## src/rtl/mem_stage_ctrl_pkg.sv

```systemverilog
// Shared types and constants for the MEM pipeline stage controller.
package mem_stage_ctrl_pkg;

  typedef enum logic {
    MEM_IDLE   = 1'b0,
    MEM_ACCESS = 1'b1
  } mem_state_e;

  localparam logic [31:0] BUS_ERR_DATA    = 32'hDEADBEEF;
  localparam logic [31:0] WORD_ALIGN_MASK = 32'hFFFF_FFFC;

endpackage

```

## src/rtl/mem_wb_reg.sv

```systemverilog
// MEM/WB pipeline register: load a new instruction, insert a bubble, or reset.
module mem_wb_reg #(
  parameter int unsigned DATA_W = 32,
  parameter int unsigned REG_W  = 5
) (
  input  logic              clk,
  input  logic              reset,
  input  logic              load,
  input  logic              bubble,
  input  logic [DATA_W-1:0] read_data_in,
  input  logic [DATA_W-1:0] alu_result_in,
  input  logic [REG_W-1:0]  write_reg_in,
  input  logic              memtoreg_in,
  input  logic              regwrite_in,
  output logic [DATA_W-1:0] read_data,
  output logic [DATA_W-1:0] alu_result,
  output logic [REG_W-1:0]  write_reg,
  output logic              memtoreg,
  output logic              regwrite
);

  logic [DATA_W-1:0] read_data_q, read_data_d;
  logic [DATA_W-1:0] alu_result_q, alu_result_d;
  logic [REG_W-1:0]  write_reg_q, write_reg_d;
  logic              memtoreg_q, memtoreg_d;
  logic              regwrite_q, regwrite_d;

  // A bubble only kills the control bits; data fields hold their last value.
  always_comb begin
    read_data_d  = read_data_q;
    alu_result_d = alu_result_q;
    write_reg_d  = write_reg_q;
    memtoreg_d   = memtoreg_q;
    regwrite_d   = regwrite_q;
    if (load) begin
      read_data_d  = read_data_in;
      alu_result_d = alu_result_in;
      write_reg_d  = write_reg_in;
      memtoreg_d   = memtoreg_in;
      regwrite_d   = regwrite_in;
    end else if (bubble) begin
      memtoreg_d = 1'b0;
      regwrite_d = 1'b0;
    end
  end

  always_ff @(posedge clk) begin
    if (reset) begin
      read_data_q  <= '0;
      alu_result_q <= '0;
      write_reg_q  <= '0;
      memtoreg_q   <= 1'b0;
      regwrite_q   <= 1'b0;
    end else begin
      read_data_q  <= read_data_d;
      alu_result_q <= alu_result_d;
      write_reg_q  <= write_reg_d;
      memtoreg_q   <= memtoreg_d;
      regwrite_q   <= regwrite_d;
    end
  end

  assign read_data  = read_data_q;
  assign alu_result = alu_result_q;
  assign write_reg  = write_reg_q;
  assign memtoreg   = memtoreg_q;
  assign regwrite   = regwrite_q;

endmodule

```

## src/rtl/mem_stage_ctrl.sv

```systemverilog
// MEM-stage controller: runs loads/stores over a req/ack data bus, stalls
// the upstream pipeline while an access is outstanding, feeds MEM/WB.
module mem_stage_ctrl
  import mem_stage_ctrl_pkg::*;
#(
  parameter int unsigned DATA_W   = 32,
  parameter int unsigned REG_W    = 5,
  parameter int unsigned MAX_WAIT = 15
) (
  input  logic              clk,
  input  logic              reset,
  input  logic [DATA_W-1:0] MEMALUResult,
  input  logic [DATA_W-1:0] MEMWriteData,
  input  logic [REG_W-1:0]  MEM_WriteReg,
  input  logic              MEMMemRead,
  input  logic              MEMMemWrite,
  input  logic              MEMMemtoReg,
  input  logic              MEMRegWrite,
  output logic              dmem_req,
  output logic              dmem_we,
  output logic [DATA_W-1:0] dmem_addr,
  output logic [DATA_W-1:0] dmem_wdata,
  input  logic              dmem_ack,
  input  logic [DATA_W-1:0] dmem_rdata,
  output logic              MemStall,
  output logic [DATA_W-1:0] WBReadData,
  output logic [DATA_W-1:0] WBALUResult,
  output logic [REG_W-1:0]  WB_WriteReg,
  output logic              WBMemtoReg,
  output logic              WBRegWrite,
  output logic              MisalignErr,
  output logic              BusErr
);

  localparam int unsigned CNT_W = $clog2(MAX_WAIT + 1);

  mem_state_e        state_q, state_d;
  logic [CNT_W-1:0]  wait_cnt_q, wait_cnt_d;
  logic [DATA_W-1:0] addr_q, addr_d;
  logic [DATA_W-1:0] wdata_q, wdata_d;
  logic              we_q, we_d;
  logic              misalign_q, misalign_d;
  logic              bus_err_q, bus_err_d;

  logic              memop;
  logic              stall;
  logic [CNT_W-1:0]  cnt_inc;
  logic              timeout;
  logic [DATA_W-1:0] wb_read_data;

  always_comb begin
    memop        = MEMMemRead | MEMMemWrite;
    cnt_inc      = wait_cnt_q + CNT_W'(1);
    timeout      = (cnt_inc == CNT_W'(MAX_WAIT));
    state_d      = state_q;
    wait_cnt_d   = wait_cnt_q;
    addr_d       = addr_q;
    wdata_d      = wdata_q;
    we_d         = we_q;
    misalign_d   = misalign_q;
    bus_err_d    = bus_err_q;
    stall        = 1'b0;
    wb_read_data = '0;

    case (state_q)
      MEM_IDLE: begin
        if (memop) begin
          stall      = 1'b1;
          state_d    = MEM_ACCESS;
          wait_cnt_d = '0;
          addr_d     = MEMALUResult & DATA_W'(WORD_ALIGN_MASK);
          wdata_d    = MEMWriteData;
          we_d       = MEMMemWrite;
          if (MEMALUResult[1:0] != 2'b00) misalign_d = 1'b1;
        end
      end
      MEM_ACCESS: begin
        wait_cnt_d = cnt_inc;
        // Ack has priority over a timeout landing in the same cycle.
        if (dmem_ack) begin
          state_d      = MEM_IDLE;
          wait_cnt_d   = '0;
          wb_read_data = we_q ? '0 : dmem_rdata;
        end else if (timeout) begin
          state_d      = MEM_IDLE;
          wait_cnt_d   = '0;
          bus_err_d    = 1'b1;
          wb_read_data = DATA_W'(BUS_ERR_DATA);
        end else begin
          stall = 1'b1;
        end
      end
      default: state_d = MEM_IDLE;
    endcase

    if (reset) stall = 1'b0;
  end

  always_ff @(posedge clk) begin
    if (reset) begin
      state_q    <= MEM_IDLE;
      wait_cnt_q <= '0;
      addr_q     <= '0;
      wdata_q    <= '0;
      we_q       <= 1'b0;
      misalign_q <= 1'b0;
      bus_err_q  <= 1'b0;
    end else begin
      state_q    <= state_d;
      wait_cnt_q <= wait_cnt_d;
      addr_q     <= addr_d;
      wdata_q    <= wdata_d;
      we_q       <= we_d;
      misalign_q <= misalign_d;
      bus_err_q  <= bus_err_d;
    end
  end

  mem_wb_reg #(
    .DATA_W (DATA_W),
    .REG_W  (REG_W)
  ) u_mem_wb_reg (
    .clk           (clk),
    .reset         (reset),
    .load          (~stall),
    .bubble        (stall),
    .read_data_in  (wb_read_data),
    .alu_result_in (MEMALUResult),
    .write_reg_in  (MEM_WriteReg),
    .memtoreg_in   (MEMMemtoReg),
    .regwrite_in   (MEMRegWrite),
    .read_data     (WBReadData),
    .alu_result    (WBALUResult),
    .write_reg     (WB_WriteReg),
    .memtoreg      (WBMemtoReg),
    .regwrite      (WBRegWrite)
  );

  assign dmem_req    = (state_q == MEM_ACCESS);
  assign dmem_we     = we_q;
  assign dmem_addr   = addr_q;
  assign dmem_wdata  = wdata_q;
  assign MemStall    = stall;
  assign MisalignErr = misalign_q;
  assign BusErr      = bus_err_q;

endmodule

```

## config.mk

```make
export PLATFORM = sky130hd
export DESIGN_NAME = mem_stage_ctrl
export DESIGN_NICKNAME = d
export VERILOG_FILES = /design/src/rtl/mem_stage_ctrl_pkg.sv /design/src/rtl/mem_wb_reg.sv /design/src/rtl/mem_stage_ctrl.sv
export SDC_FILE = /design/constraint.sdc
export NUM_CORES = 1
export LEC_CHECK = 0
export CORE_MARGIN = 10
export CORE_UTILIZATION = 30
export CTS_CLUSTER_DIAMETER = 80
export DETAILED_ROUTE_END_ITERATION = 8
export SLEW_MARGIN = 0
export SYNTH_ARGS = -nofsm -noshare
export SYNTH_HDL_FRONTEND = slang
export SYNTH_SLANG_ARGS = --single-unit
```

## constraint.sdc

```tcl
create_clock -name clk -period 2.6 [get_ports clk]
set_input_delay 0.78 -clock clk [delete_from_list [all_inputs] [get_ports clk]]
set_output_delay 0.78 -clock clk [all_outputs]
set_load 0.05 [all_outputs]
```

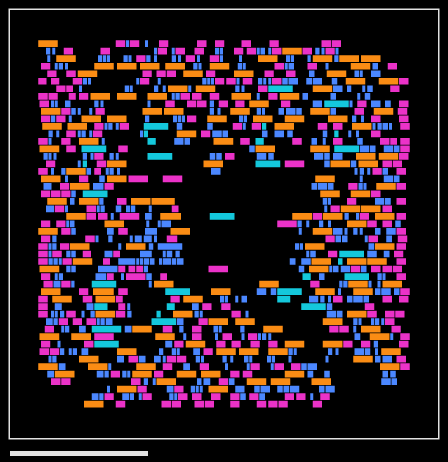
(images/placement_by_type.png)
Scale bar: 50 um.
| class | colour | cells | share of their area |
|---|---|---|---|
| remaining buffers and delay cells | magenta | 266 | 32% |
| clock drivers and dummy loads | cyan | 30 | 6.4% |
| sequential cells | orange | 141 | 33% |
| combinational and other logic | blue | 441 | 29% |

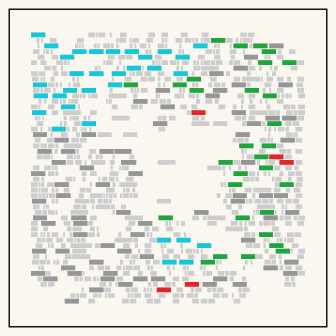
(images/flops_by_reg.png)
Other sequential cells in the stronger grey, the rest of the logic in the fainter grey.
| signal | colour | sequential cells |
|---|---|---|
| `dmem_addr` | green | 30 |
| `u_mem_wb_reg.write_reg` | red | 5 |
| `dmem_wdata` | cyan | 32 |
not coloured: 74
flop share of the area: 0.321
Core Util, Final: 0.490

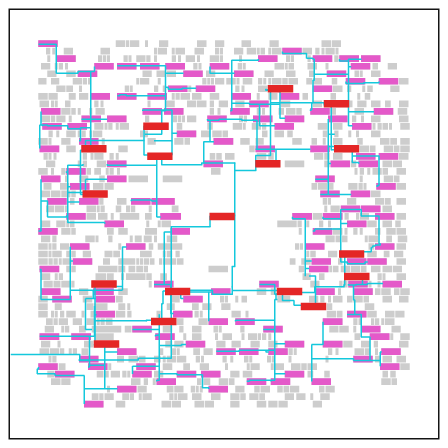
(images/clk_routes.png)
[clock wires] cyan | length: 1970 um
[clock drivers] red | count: 17
[flip-flops] magenta | count: 141
routed clock nets: 18
clock network fraction of total power: 0.360
clk pwr: 2.27 mW
Late-Pin Clk Latency: 0.42 ns

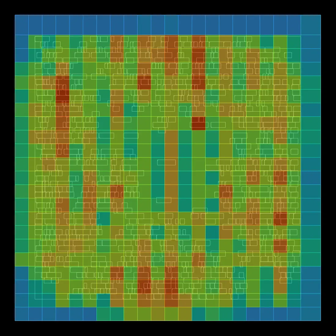
(images/congestion.png)
met1 Use GR: 0.174
Most Used Layer, Global Route: met2
GRT Resource Usage Total: 0.147

==> flow_metrics.env <==
# implementation run metrics
export IMPL_status="complete, no violations"
export IMPL_top_cells_by_area="dfxtp_1 52%, nand2_1 11%, a21oi_1 8.9%"
export IMPL_ys_seq_share=0.516
export IMPL_cts_max_level=4
export IMPL_vias=4996
export IMPL_die_y_um=155
export IMPL_synth_seq_cells=141
export IMPL_seq_area_um2=2830
export IMPL_route_met3_wl_um=2000
export IMPL_wl_um=18000
export IMPL_place_inst=1075
export IMPL_endpoint_kind="output port"
export IMPL_yosys_area_top_type_share=0.516
export IMPL_ys_area_um2=5470
export IMPL_n_antenna_cell=0
export IMPL_grt_pass1_wl_um=28300
export IMPL_whs_ns=0.444
export IMPL_openroad_warnings=29
export IMPL_max_freq_mhz=388
export IMPL_place_ws_ns=-0.160
export IMPL_clock_path_buffers=2
export IMPL_cts_buffers=17
export IMPL_cp_max_fo=3
export IMPL_syn_cell_area_um2=5470
export IMPL_fp_coreArea_um2=18000
export IMPL_clock_root_buffer="clkbuf_16"
export IMPL_leakage_nw=3.35
export IMPL_p_per_area_nw_per_um2=715
export IMPL_max_slew_margin=0.606
export IMPL_arrival_ns=1.80
export IMPL_ys_warn_count=0
export IMPL_cp_slowest_cell="dfxtp_2"
export IMPL_flop_cell="dfxtp_1"
export IMPL_met2_wirelength_um=8090
export IMPL_drt_first_iter_violations=241
## through the flow
| step | utilization | TNS (ns) |
|---|---|---|
| floorplan | - | 0 |
| global placement | 0.458 | -0.203 |
| detailed placement | 0.458 | -0.576 |
| CTS | 0.490 | -0.0143 |
| global route | 0.490 | -0.0767 |
| finish | 0.490 | 0 |
## layout by cell type, fill, tap and decap left out, types with 2 or more instances in the layout
cell,n
nor2_2,2
o21ai_0,11
buf_12,8
nand3_1,2
clkinv_2,6
dfxtp_1,138
clkbuf_8,2
dlygate4sd2_1,3
buf_4,14
nor2_4,2
o21a_1,24
a22oi_1,2
inv_1,4
mux2i_1,38
clkbuf_16,17
nand2b_1,74
nor4b_1,2
clkinv_4,3
nand2_1,162
nor2_1,5
clkdlybuf4s50_1,240
conb_1,2
a21oi_1,97
dfxtp_2,2
## metal layers
metal | up-vias | global-route usage
met5 | - | 0
met4 | 0 | 0.0445
met3 | 14 | 0.0797
met2 | 171 | 0.225
met1 | 2287 | 0.174
li1 | 2524 | -
## critical path, delay by kind of cell, from the launching register on
kind / cells / cell delay [ns]
compound gates: 2 / 0.38
fa+ha+maj: 1 / 0.14
buf+inv: 1 / 0.15
flops: 1 / 0.35
simple gates: 3 / 0.36
## how the worst max path moves through the flow
stage / startpoint / endpoint / slack, ns / cells after the start
after global routing: wait_cnt_q[1] / MemStall / -0.08 / 7
final: wait_cnt_q[0] / MemStall / 0.02 / 7
after CTS: wait_cnt_q[0] / MemStall / -0.01 / 7
after detailed placement: MEMMemWrite / MemStall / -0.16 / 7
after global placement: MEMMemWrite / MemStall / -0.16 / 7
after floorplan: wait_cnt_q[0] / MemStall / 0.12 / 7
## cell type report
| type | count | area share |
|---|---|---|
| inverters | 4 | 0.00170 |
| clock buffers | 19 | 0.0514 |
| well taps | 229 | 0.0325 |
| flip-flops and latches | 141 | 0.321 |
| clock inverters | 11 | 0.0108 |
| repair buffers | 266 | 0.307 |
| multi-input cells | 437 | 0.275 |
## power breakdown
group	switching, mW	internal (mW)	total, mW
clock network	0.918	1.35	2.27
logic	1.00	0.616	1.62
registers	0.0838	2.33	2.41
total	2.00	4.29	6.30
## kinds of logic after synthesis
logic type,count (synthesis),share of synthesized area
other cells,1,0.000686
simple gates,257,0.220
xor+xnor,1,0.00160
compound gates,137,0.141
mux,38,0.0696
buf+inv,52,0.0465
flops,141,0.516
fa+ha+maj,2,0.00458
## repair_timing
action | CTS | global route
pin swaps | 6 | 0
buffers inserted | 2 | 0
endpoints found under the setup margin | 1 | 1
gates resized | 11 | 0
Power figures rest on the tool's default switching activity, not on a simulated workload.
